Design spi_master_ctrl, sky130hd; sources not shown.
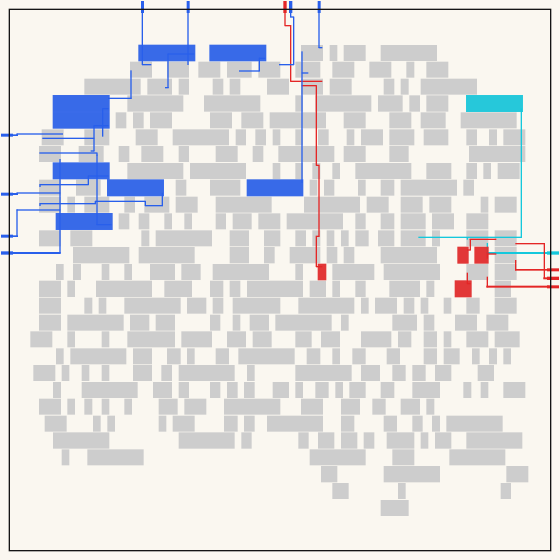
Figure 1: run 1, port wiring.
Blue is `RxData`, bits 8, direction output, edge 4 west, 4 north, end cells 8, buffers 8, wire 212 um. Cyan is `MOSI`, bits 1, direction output, edge east, end cells 1, buffers 1, wire 49.1 um. Red is `CS_n`, bits 4, direction output, edge 3 east, 1 north, end cells 4, buffers 4, wire 90.1 um.
num ports: 41
IO Port Bufs: 40

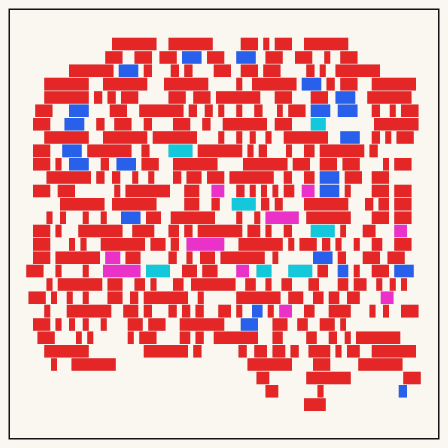
Figure 2: run 1, sizing map.
Cyan is _6 and larger, cells 7, share 2.2%. Blue is _2 cells, cells 22, share 6.9%. Magenta is _3 and _4 cells, cells 10, share 3.1%. Red is _0 and _1 cells, cells 279, share 88%.
design area: 0.00336 mm^2
area delta synth->final: 21.4%
nonclk buf count: 47

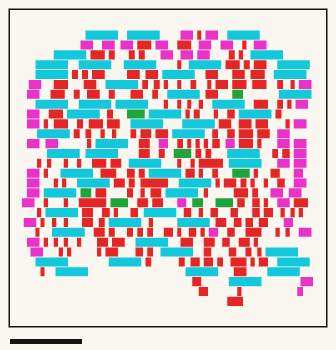
Figure 3: run 1, placed cells, one colour a class.
The bar under the picture is 20 um long.
Cyan is sequential cells, cells 54. Green is clock drivers and dummy loads, cells 8. Red is combinational and other logic, cells 209. Magenta is remaining buffers and delay cells, cells 47.
Core Area: 0.00613 mm^2
cell row count: 28
sequential share of cell area: 0.402
Final Util: 0.548

==> results.py, run 1 <==
# Flow results
metrics = {
    "final_layout": {
        "design.seq.count": 54,
        "comb_area_share": 0.402,
        "logic_area_mm2": 0.00135,
        "layout.cells.non_filler": 393,
        "area_dominant_class": "flip-flops and latches",
    },
    "floorplan": {
        "fp_util": 0.451,
        "die_h_um": 87.2,
    },
    "detailed_routing": {
        "routed-wl-met3_um": 264,
        "routed-wl-met2_mm": 3.25,
        "drt-total-wl_mm": 6.69,
    },
    "global_routing": {
        "busiest_layer": "met2",
        "grtUsageMet2": 0.306,
        "track_usage": 0.187,
    },
    "critical_path": {
        "crit_type": "register to output pin",
        "reg2reg_depth": 6,
        "cp-start-kind": "register",
        "critical_path.max_stage_delay_ps": 590,
        "crit_path_max_fanout": 8,
    },
    "clocking": {
        "cts_tree": "yes",
        "cts_resized": 0,
        "clock_sinks": 54,
        "clockRootBuffer": "clkbuf_8",
    },
    "placed_design": {
        "gp_congestion": 0.805,
        "place_ws_ps": 530,
    },
    "timing": {
        "worstMarginPinSlew_ps": 988,
        "finalSetupViolCount": 0,
        "slew_viol_final": 0,
    },
    "yosys": {
        "yosysCellCount": 275,
        "synthDistinctLibCells": 37,
        "fa_ha_area_frac": 0.0181,
        "ys_warn_count": 0,
        "yosysTopAreaCellShare": 0.488,
        "synthCells": 275,
    },
    "power": {
        "leakage_nw": 1.51,
    },
    "run_status": {
        "status": "complete, no violations",
    },
}
run 1: Yosys cell counts, drive strengths merged:
cell    instances
dfrtp          54
or3             1
mux2           18
nor4            2
nand2b          2
o22ai           2
nor2b           1
o21ai          19
nor4b           1
clkbuf         10
xor2           11
nand4           3
nor3            1
nand3b          1
or4             1
and4b           1
and3            6
a22o            3
nor3b           2
buf             2
xnor2           1
nand3          18
nand2          53
inv             5
and2            5
nor2           13
mux2i          20
a21oi           7
o31ai           3
or2             1
ha              4
a211oi          3
o211ai          1
run 1: power breakdown:
group	total (W)	internal, W	leakage, nW	switching (W)
Combinational	0.0000579	0.0000336	0.838	0.0000243
Clock	0.000495	0.000192	0.0491	0.000303
Sequential	0.000810	0.000809	0.623	0.000000717
Total	0.00136	0.00103	1.51	0.000328
==> run 2: changes to the inputs <==
--- a/config.mk
+++ b/config.mk
@@ -11,6 +11,7 @@
 export CORE_MARGIN = 3
 export CORE_UTILIZATION = 42
 export DETAILED_ROUTE_END_ITERATION = 7
+export GPL_TIMING_DRIVEN = 0
 export PLACE_DENSITY = 0.87
 export SYNTH_ARGS = -nofsm -noshare
 export SYNTH_HDL_FRONTEND = slang
==> run 2 against run 1 <==
Net effect: worst setup slack worse by 87 ps; die size unchanged; synthesized cell count unchanged; cell count increased by 1.5%; via count rose by 2.5%; combinational power rose by 4.7%; critical path type unchanged; maximum frequency decreased by 3.4%.
==> results.py, run 2 <==
# Flow results
metrics = {
    "yosys": {
        "yosysTopAreaCellShare": 0.488,
        "synthCells": 275,
        "yosysCellCount": 275,
        "aoi_share": 0.0800,
        "synth_area_mm2": 0.00277,
        "yosysChipArea_mm2": 0.00277,
        "ys_warn_count": 0,
        "top_cells_by_count": "dfrtp_1, nand2_1, mux2i_1",
        "fa_ha_area_frac": 0.0181,
        "synthFlopType": "dfrtp_1",
        "synthDistinctLibCells": 37,
        "top_cells_by_area": "dfrtp_1, mux2_2, mux2i_1, nand2_1, xor2_1",
        "top_area_cell": "dfrtp_1",
        "edf_count": 0,
        "synth.most_common_cell": "dfrtp_1",
        "async_reset_ff_frac": 1.00,
        "avgSynthCellArea_um2": 10.1,
        "xor_share": 0.0380,
    },
    "power": {
        "comb_cell_power_w": 0.0000606,
        "power.share.switching": 0.219,
        "seq_power_w": 0.000810,
        "internal_power_w": 0.00113,
        "pwr_density_cell_mw_per_mm2": 424,
        "top_power_group": "registers",
        "clockPowerShare": 0.397,
        "p_comb_frac": 0.042,
        "switching_power_w": 0.000316,
        "leakage_nw": 1.51,
        "p_clk_w": 0.000572,
        "power_frac_seq": 0.561,
    },
    "final_layout": {
        "buf_share": 0.137,
        "logic_area_mm2": 0.00136,
        "area.sequential_mm2": 0.00135,
        "inverters": 5,
        "comb_area_share": 0.398,
        "design.seq.count": 54,
        "area_dominant_class": "multi-input combinational cells",
        "seq_share": 0.397,
        "clock_cell_area_share": 0.0342,
    },
    "clocking": {
        "clk_pin_slew_worst_paths_ps": 110,
        "cts_max_level": 2,
        "clockRootBuffer": "clkbuf_8",
        "clockBufferDepth": 2,
        "clock_sinks": 54,
        "cts_tree": "yes",
    },
    "timing": {
        "period_needed_ps": 2530,
        "slew_viol_final": 0,
        "worstMarginPinSlew_ps": 660,
        "finClkSkew_ps": 10.5,
        "finalSetupViolCount": 0,
    },
    "placed_design": {
        "place_ws_ps": 194,
        "port_buffers": 40,
        "place_hpwl_mm": 5.22,
        "gp_congestion": 0.797,
    },
    "critical_path": {
        "cp.depth": 4,
        "cp-start-kind": "register",
        "crit_type": "register to output pin",
        "crit_path_max_fanout": 9,
        "reg2reg_depth": 5,
        "crit_required_ps": 2430,
        "r2r_slack_ps": 200,
        "critical_path.max_stage_delay_ps": 600,
    },
    "detailed_routing": {
        "routed-wl-met3_um": 199,
        "top_layer_used": "met4",
        "routed-wl-met2_mm": 3.55,
        "drtIter0Drc": 110,
        "dr.pass1.iters": 4,
    },
    "run_status": {
        "status": "complete, no violations",
    },
    "global_routing": {
        "grt.overflow.total": 0,
        "grt_pass1_wl_mm": 12.1,
        "busiest_layer": "met2",
        "grtUsageMet2": 0.353,
        "antenna_found_initial": 0,
        "grt_pass1_vias": 2397,
    },
    "floorplan": {
        "die-area_mm2": 0.00760,
        "tap_cells": 75,
        "row_count": 28,
        "pin_count": 41,
        "fp_util": 0.451,
        "core_mm2": 0.00613,
        "die_h_um": 87.2,
    },
}
[run 2: through the flow]
| stage | hold slack, ps | std cells | area [um^2] | total power (W) |
|---|---|---|---|---|
| 2_1_floorplan | -25.6 | 275 | 2770 | 0.000829 |
| 3_3_place_gp | 466 | 390 | 3260 | 0.000883 |
| 3_5_place_dp | 324 | 391 | 3280 | 0.000886 |
| 4_1_cts | 463 | 400 | 3400 | 0.00146 |
| 5_1_grt | 462 | 399 | 3400 | 0.00150 |
| 6_report | 468 | 399 | 3400 | 0.00144 |
[run 2: timing repair]
| action | CTS | global route |
|---|---|---|
| hold endpoints to repair | 25 | 0 |
| gates resized | 0 | 1 |
| hold buffers | 1 | 0 |
| endpoints found under the setup margin | 0 | 2 |
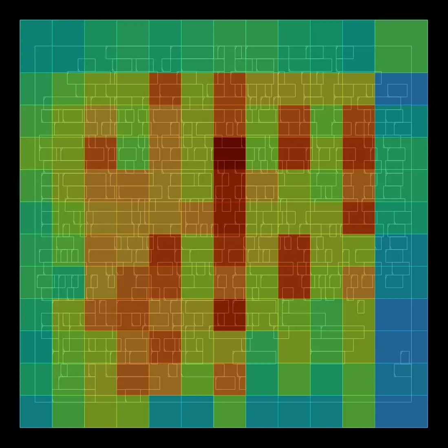
Figure 4: run 2, congestion heat map.
Final Util: 0.555
grt met1 use: 0.277
drt wl/cell: 18.0 um
met3 usage: 0.0284

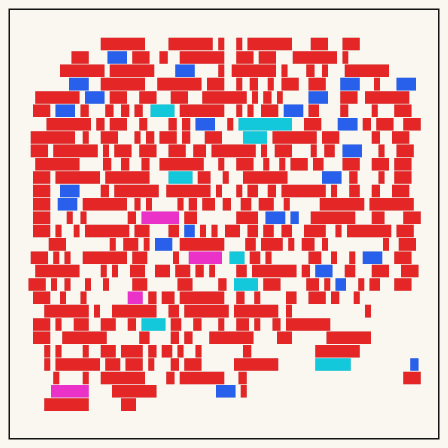
Figure 5: run 2, sizing map.
Cyan is _6 and larger, cells 8, share 2.5%. Blue is _2 cells, cells 24, share 7.4%. Red is _0 and _1 cells, cells 288, share 89%. Magenta is _3 and _4 cells, cells 4, share 1.2%.
area delta synth->final: 23.0%
nonclk buf count: 53

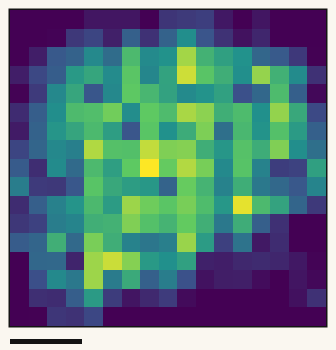
Figure 6: run 2, wire density map.
The bar under the picture is 20 um long. 17 x 17 tiles, from dark purple (low) to yellow (high), scaled to the fullest tile. Values are wire area over tile area, all layers added.
The emptiest ninth of the die: south-east. The densest ninth of the die: centre. 36% of the tiles are over half the peak. The mean over all tiles is 0.14. The fullest tile reaches 0.39.
via count: 2,223
WL final: 7.17 mm
All-Layer GR Usage: 0.207

Power is estimated from default activity; no workload was simulated.
